--- src/rtl/apb4_ps2_rx.sv ---
// APB4 PS/2 device-to-host receiver: synchronised and glitch-filtered PS/2 inputs,
// an 11-bit frame deframer with parity, stop and timeout checks, and a byte FIFO.
module apb4_ps2_rx #(
  parameter int FIFO_DEPTH  = 16,
  parameter int FILTER_LEN  = 4,
  parameter int TIMEOUT_CYC = 20000
) (
  input  logic        hclk,
  input  logic        hresetn,
  input  logic [31:0] paddr,
  input  logic        psel,
  input  logic        penable,
  input  logic        pwrite,
  input  logic [31:0] pwdata,
  output logic [31:0] prdata,
  output logic        pready,
  output logic        pslverr,
  input  logic        ps2_clk_i,
  input  logic        ps2_dat_i,
  output logic        irq_o
);

  localparam int CW = $clog2(FIFO_DEPTH) + 1;
  localparam int AW = $clog2(FIFO_DEPTH);
  localparam int FW = $clog2(FILTER_LEN + 1);
  localparam int TW = $clog2(TIMEOUT_CYC + 1);

  typedef enum logic [1:0] {S_IDLE, S_DATA, S_PARITY, S_STOP} state_t;

  // APB decode
  logic       access, wr_en, rd_en;
  logic [1:0] addr;
  assign access  = psel & penable;
  assign wr_en   = access & pwrite;
  assign rd_en   = access & ~pwrite;
  assign addr    = paddr[3:2];
  assign pready  = 1'b1;
  assign pslverr = 1'b0;

  logic unused_apb;
  assign unused_apb = ^{paddr[31:4], paddr[1:0], pwdata[31:16], pwdata[7:5]};

  logic en_q, irq_en_q;
  logic [7:0] thresh_q;
  logic flush;
  logic [2:0] w1c;
  assign flush = wr_en & (addr == 2'd0) & pwdata[2];
  assign w1c   = (wr_en && addr == 2'd2) ? pwdata[4:2] : 3'b000;

  // Input synchronisers and clock glitch filter
  logic [1:0] clk_sync_q, dat_sync_q;
  logic       clk_s, dat_s;
  logic       fclk_q, fclk_d, fall_q, fall_d;
  logic [FW-1:0] fcnt_q, fcnt_d;

  assign clk_s = clk_sync_q[1];
  assign dat_s = dat_sync_q[1];

  always_comb begin
    // NOTE: every always_comb output gets a default first so no latch is inferred.
    fclk_d = fclk_q;
    fcnt_d = '0;
    fall_d = 1'b0;
    if (clk_s != fclk_q) begin
      if (fcnt_q == FW'(FILTER_LEN - 1)) begin
        fclk_d = clk_s;
        fall_d = fclk_q;
      end else begin
        fcnt_d = fcnt_q + 1'b1;
      end
    end
  end

  always_ff @(posedge hclk or negedge hresetn) begin
    if (!hresetn) begin
      // NOTE: synchronisers reset to the idle-high bus level so reset release is not seen as a fall.
      clk_sync_q <= 2'b11;
      dat_sync_q <= 2'b11;
      fclk_q     <= 1'b1;
      fcnt_q     <= '0;
      fall_q     <= 1'b0;
    end else begin
      clk_sync_q <= {clk_sync_q[0], ps2_clk_i};
      dat_sync_q <= {dat_sync_q[0], ps2_dat_i};
      fclk_q     <= fclk_d;
      fcnt_q     <= fcnt_d;
      fall_q     <= fall_d;
    end
  end

  // Frame receiver
  state_t        state_q, state_d;
  logic [2:0]    bcnt_q, bcnt_d;
  logic [7:0]    shift_q, shift_d;
  logic          par_q, par_d;
  logic [TW-1:0] tmo_q, tmo_d;
  logic          push, perr_set, ferr_set;

  always_comb begin
    state_d  = state_q;
    bcnt_d   = bcnt_q;
    shift_d  = shift_q;
    par_d    = par_q;
    tmo_d    = tmo_q;
    push     = 1'b0;
    perr_set = 1'b0;
    ferr_set = 1'b0;
    if (!en_q || flush) begin
      state_d = S_IDLE;
      tmo_d   = '0;
    end else if (fall_q) begin
      tmo_d = '0;
      case (state_q)
        S_IDLE: begin
          if (!dat_s) begin
            state_d = S_DATA;
            bcnt_d  = '0;
          end
        end
        S_DATA: begin
          shift_d = {dat_s, shift_q[7:1]};
          bcnt_d  = bcnt_q + 1'b1;
          if (bcnt_q == 3'd7) state_d = S_PARITY;
        end
        S_PARITY: begin
          par_d   = dat_s;
          state_d = S_STOP;
        end
        S_STOP: begin
          state_d = S_IDLE;
          if (!dat_s)                   ferr_set = 1'b1;
          else if (^{shift_q, par_q})   push     = 1'b1;
          else                          perr_set = 1'b1;
        end
        default: state_d = S_IDLE;
      endcase
    end else if (state_q != S_IDLE) begin
      if (tmo_q == TW'(TIMEOUT_CYC - 1)) begin
        state_d  = S_IDLE;
        tmo_d    = '0;
        ferr_set = 1'b1;
      end else begin
        tmo_d = tmo_q + 1'b1;
      end
    end
  end

  always_ff @(posedge hclk or negedge hresetn) begin
    if (!hresetn) begin
      state_q <= S_IDLE;
      bcnt_q  <= '0;
      shift_q <= '0;
      par_q   <= 1'b0;
      tmo_q   <= '0;
    end else begin
      state_q <= state_d;
      bcnt_q  <= bcnt_d;
      shift_q <= shift_d;
      par_q   <= par_d;
      tmo_q   <= tmo_d;
    end
  end

  // Receive FIFO
  logic [7:0]    mem_q [FIFO_DEPTH];
  logic [AW-1:0] wr_ptr_q, rd_ptr_q;
  logic [CW-1:0] count_q, count_d;
  logic          empty, full, pop, do_push, do_pop, ovf_set;

  assign empty   = (count_q == '0);
  assign full    = (count_q == CW'(FIFO_DEPTH));
  assign pop     = rd_en & (addr == 2'd1) & ~empty;
  assign do_push = push & (~full | pop) & ~flush;
  assign do_pop  = pop & ~flush;
  assign ovf_set = push & full & ~pop & ~flush;
  assign count_d = flush ? '0 : count_q + CW'(do_push) - CW'(do_pop);

  always_ff @(posedge hclk or negedge hresetn) begin
    if (!hresetn) begin
      // NOTE: the storage array is reset too, so every flop in the block has a known value after reset.
      for (int i = 0; i < FIFO_DEPTH; i++) mem_q[i] <= '0;
      wr_ptr_q <= '0;
      rd_ptr_q <= '0;
      count_q  <= '0;
    end else begin
      if (do_push) mem_q[wr_ptr_q] <= shift_q;
      if (flush) begin
        wr_ptr_q <= '0;
        rd_ptr_q <= '0;
      end else begin
        if (do_push) wr_ptr_q <= wr_ptr_q + 1'b1;
        if (do_pop)  rd_ptr_q <= rd_ptr_q + 1'b1;
      end
      count_q <= count_d;
    end
  end

  // Control, sticky status and interrupt
  logic ovf_q, perr_q, ferr_q, irq_d;
  logic [15:0] count_ext, thresh_ext;
  assign count_ext  = 16'(count_q);
  assign thresh_ext = 16'(thresh_q);
  assign irq_d = irq_en_q & ((count_ext > thresh_ext) | ovf_q | perr_q | ferr_q);

  always_ff @(posedge hclk or negedge hresetn) begin
    if (!hresetn) begin
      en_q     <= 1'b0;
      irq_en_q <= 1'b0;
      thresh_q <= '0;
      ovf_q    <= 1'b0;
      perr_q   <= 1'b0;
      ferr_q   <= 1'b0;
      irq_o    <= 1'b0;
    end else begin
      if (wr_en && addr == 2'd0) begin
        en_q     <= pwdata[0];
        irq_en_q <= pwdata[1];
        thresh_q <= pwdata[15:8];
      end
      // A set event in the same cycle as a W1C keeps the flag set.
      ovf_q  <= (ovf_q  & ~w1c[0]) | ovf_set;
      perr_q <= (perr_q & ~w1c[1]) | perr_set;
      ferr_q <= (ferr_q & ~w1c[2]) | ferr_set;
      irq_o  <= irq_d;
    end
  end

  always_comb begin
    prdata = '0;
    if (rd_en) begin
      case (addr)
        2'd0: begin
          prdata[0]    = en_q;
          prdata[1]    = irq_en_q;
          prdata[15:8] = thresh_q;
        end
        2'd1: if (!empty) prdata[7:0] = mem_q[rd_ptr_q];
        2'd2: begin
          prdata[0]       = empty;
          prdata[1]       = full;
          prdata[2]       = ovf_q;
          prdata[3]       = perr_q;
          prdata[4]       = ferr_q;
          prdata[8 +: CW] = count_q;
        end
        default: prdata = '0;
      endcase
    end
  end

endmodule

--- config.mk ---
export PLATFORM = sky130hd
export DESIGN_NAME = apb4_ps2_rx
export DESIGN_NICKNAME = d
export VERILOG_FILES = /design/src/rtl/apb4_ps2_rx.sv
export SDC_FILE = /design/constraint.sdc
export NUM_CORES = 1
export LEC_CHECK = 0
export CAP_MARGIN = 20
export CORE_MARGIN = 2
export CORE_UTILIZATION = 45
export DETAILED_ROUTE_END_ITERATION = 10
export PLACE_DENSITY = 0.65
export SLEW_MARGIN = 20
export SYNTH_ARGS = -nofsm -noshare
export SYNTH_HDL_FRONTEND = slang
export SYNTH_SLANG_ARGS = --single-unit
--- constraint.sdc ---
create_clock -name hclk -period 4.39 [get_ports hclk]
set_input_delay 0.439 -clock hclk [delete_from_list [all_inputs] [get_ports hclk]]
set_output_delay 0.439 -clock hclk [all_outputs]
set_load 0.02 [all_outputs]
==> images/placement.png <==
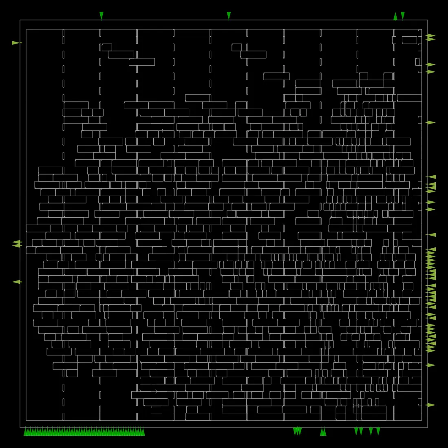
tap cells: 280
Filler cells: 1862
flop count: 193

==> images/sizes.png <==
Scale bar: 50 um.
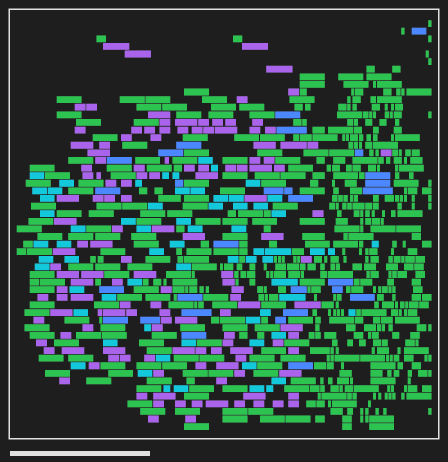
| size | color | cells | share |
|---|---|---|---|
| _0 and _1 cells | green | 556 | 70% |
| _2 cells | purple | 140 | 18% |
| _6 and larger | blue | 29 | 3.7% |
| _3 and _4 cells | cyan | 67 | 8.5% |

==> images/clk_routes.png <==
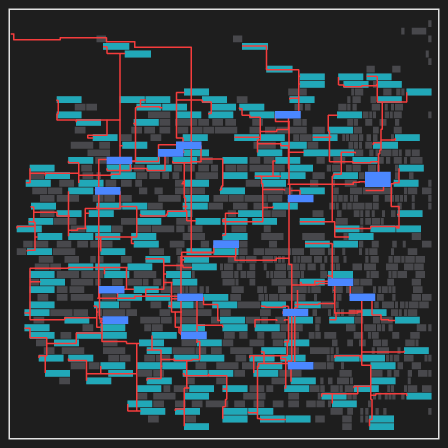
[clock wires] red | length: 2380 um
[clock drivers] blue | count: 17
[flip-flops] cyan | count: 193
flops lie: all over the die

==> run summary <==
CTS Root Cell = clkbuf_16
initial DRC count = 301
Port Buffers = 38
Worst Skew = 9.54 ps
CTS tree = built
Final Max Slew Viols = 0
data arrival time of the worst path = 3360 ps
core area = 21800 um^2
vias post-DR = 6048
Total Neg Setup Slack = 0 ps
Worst Setup Start Kind = flop
gate count of the mapped netlist = 762
Least-Margin Pin Slew = 987 ps
gr ovfl total = 0
post-route ant nets = 0
met2 GRT Util = 32.6%
PnR worst setup slack = 587 ps
register area share after synthesis = 48.3%
EDFF count, synth = 0
RSZ-0062 raised after global routing = no
fin util = 51.0%
CTS max path bufs = 2
met1 WL = 9510 um
met1 Usage GRT = 25.3%
Worst Path Buf+Inv = 1
yosys warning tally = 0
Pre-Place Util = 45.8%
async set-reset flop share out of synthesis = 100%
Synth flops = 193
worst endpoint required time = 3950 ps
P_leak = 5.13 nW
area grow syn2layout = 11.2%
vias in the first global route = 6557
clk sinks = 193
crit-path cells = mux4_2 > a22o_1 > a221oi_1 > o22ai_1 > clkdlybuf4s50_1
most frequent cells in the layout = dfrtp_1, mux2_2, nand2_1
CTS Hold Bufs = 0
Worst path max stage delay = 840 ps
H-Tree Depth = 4
# diodes = 0
WS Path Type = reg -> out
Unique cell types = 60
IO Count = 106
WL final = 21400 um
Area after DPL = 10500 um^2
fraction of layout cells with a size suffix above 1 = 29.8%
status = finished clean
CP max-delay cell = dfrtp_2
drt pass-1 iters = 4
row count = 54
Most Crowded Layer GR = met2
chip height = 153 um
Power Total = 4.30 mW
maximum number of pins on one net before global-route repair = 128
dominant logic cell type in the layout = dfrtp_1
pwr dens = 387 nW/um^2
final setup vio count = 0
cts repair resizes = 0
worst min-delay path class = in -> async
peak supply drop = 0.254 mV
final worst-path cycle share = 86.6%
number of cells in Yosys stat = 762
final instance area = 11100 um^2
relative slew slack = 34.2%
critical path depth in cells = 5
Post-CTS Setup Bufs = 0
die area = 23400 um^2
number of remaining DRC errors = 0
Mapped Avg Cell Area = 13.1 um^2
DR top layer = met4
R2R depth = 14
tool warning count = 88
ys flop type = dfrtp_1
routed len/inst = 20.0 um
M3 GR Usage = 3.26%
Synth Cell Area = 10000 um^2
initial antenna violation count = 0
[layout make-up]
cell class	instances	area, um^2	area share [%]
clock buffers	18	429	3.86
inverters	27	101	0.911
multi-input cells	492	4730	42.5
well taps	280	350	3.15
clock inverters	13	178	1.60
repair buffers	49	493	4.43
flip-flops and latches	193	4840	43.5
[worst reg2reg max path, stage by stage, from the launching register on]
cell and delay, ps:
dfrtp_1 760, xnor3_1 580, a21oi_1 190, mux2_4 290, nand2_1 140, ha_1 310
inv_1 40, ha_1 180, inv_1 70, fa_1 210, inv_1 50, a21oi_1 130
nor2_1 70, or3_1 340, a21oi_1 140
[state kept, by name, indices dropped and copies added (netlist names)]
name,flops
shift_q,8
fall_q,1
fclk_q,1
thresh_q,8
ovf_q,1
count_q,5
fcnt_q,3
mem_q,128
clk_sync_q,2
irq_en_q,1
en_q,1
wr_ptr_q,4
state_q,2
rd_ptr_q,4
bcnt_q,3
tmo_q,15
irq_o,1
par_q,1
perr_q,1
ferr_q,1
dat_sync_q,2
[per-stage QoR]
step | hold slack, ps | std cells
global route | 187 | 1072
CTS | 223 | 1072
global placement | 347 | 1041
finish | 72.3 | 1072
floorplan | 143 | 778
detailed placement | 347 | 1041
[path summary, 6_finish.rpt]
path	start	end	slack, ps
max reg2reg	shift_q[0]	count_q[4]	840
min	hresetn	tmo_q[7]	70
min reg2reg	dat_sync_q[0]	dat_sync_q[1]	360
max in group asynchronous	hresetn	mem_q[39]	3350
min in group hclk	dat_sync_q[0]	dat_sync_q[1]	360
max	rd_ptr_q[0]	prdata[4]	590
[synth_stat cells, drive strengths merged (2+ instances only)]
| library cell | n |
|---|---|
| xor2 | 8 |
| o21ai | 13 |
| and3b | 2 |
| inv | 27 |
| nand4 | 10 |
| nor3 | 9 |
| dfrtp | 188 |
| nand2 | 53 |
| dfstp | 5 |
| conb | 2 |
| mux2 | 142 |
| nor4b | 2 |
| mux2i | 3 |
| a21boi | 2 |
| mux4 | 35 |
| a2111oi | 3 |
| a22o | 7 |
| nor2 | 30 |
| buf | 43 |
| nor2b | 9 |
| a221oi | 3 |
| nand2b | 2 |
| or3 | 5 |
| ha | 29 |
| a22oi | 9 |
| o2111ai | 5 |
| o22ai | 4 |
| and3 | 9 |
| nand3 | 13 |
| a211oi | 3 |
| a21oi | 16 |
| and2 | 10 |
| xnor3 | 2 |
| xnor2 | 11 |
| and4 | 12 |
| clkbuf | 23 |
[where the power goes]
group / leakage, nW / switching (mW) / internal [mW]
logic: 2.19 / 0.341 / 0.317
clock network: 0.298 / 0.715 / 0.909
registers: 2.65 / 0.166 / 1.86
[kinds of logic (layout without fill, tap and decap cells)]
kind of cell | Yosys count | count (layout) | synth area share [%]
compound gates | 73 | 73 | 5.57
simple gates | 170 | 170 | 9.11
other cells | 2 | 18 | 0.0751
fa+ha+maj | 30 | 30 | 3.83
xor+xnor | 21 | 21 | 2.11
buf+inv | 93 | 107 | 4.97
mux | 180 | 180 | 26.0
flops | 193 | 193 | 48.3
No activity file was given, so power comes from the tool's default toggle rates.
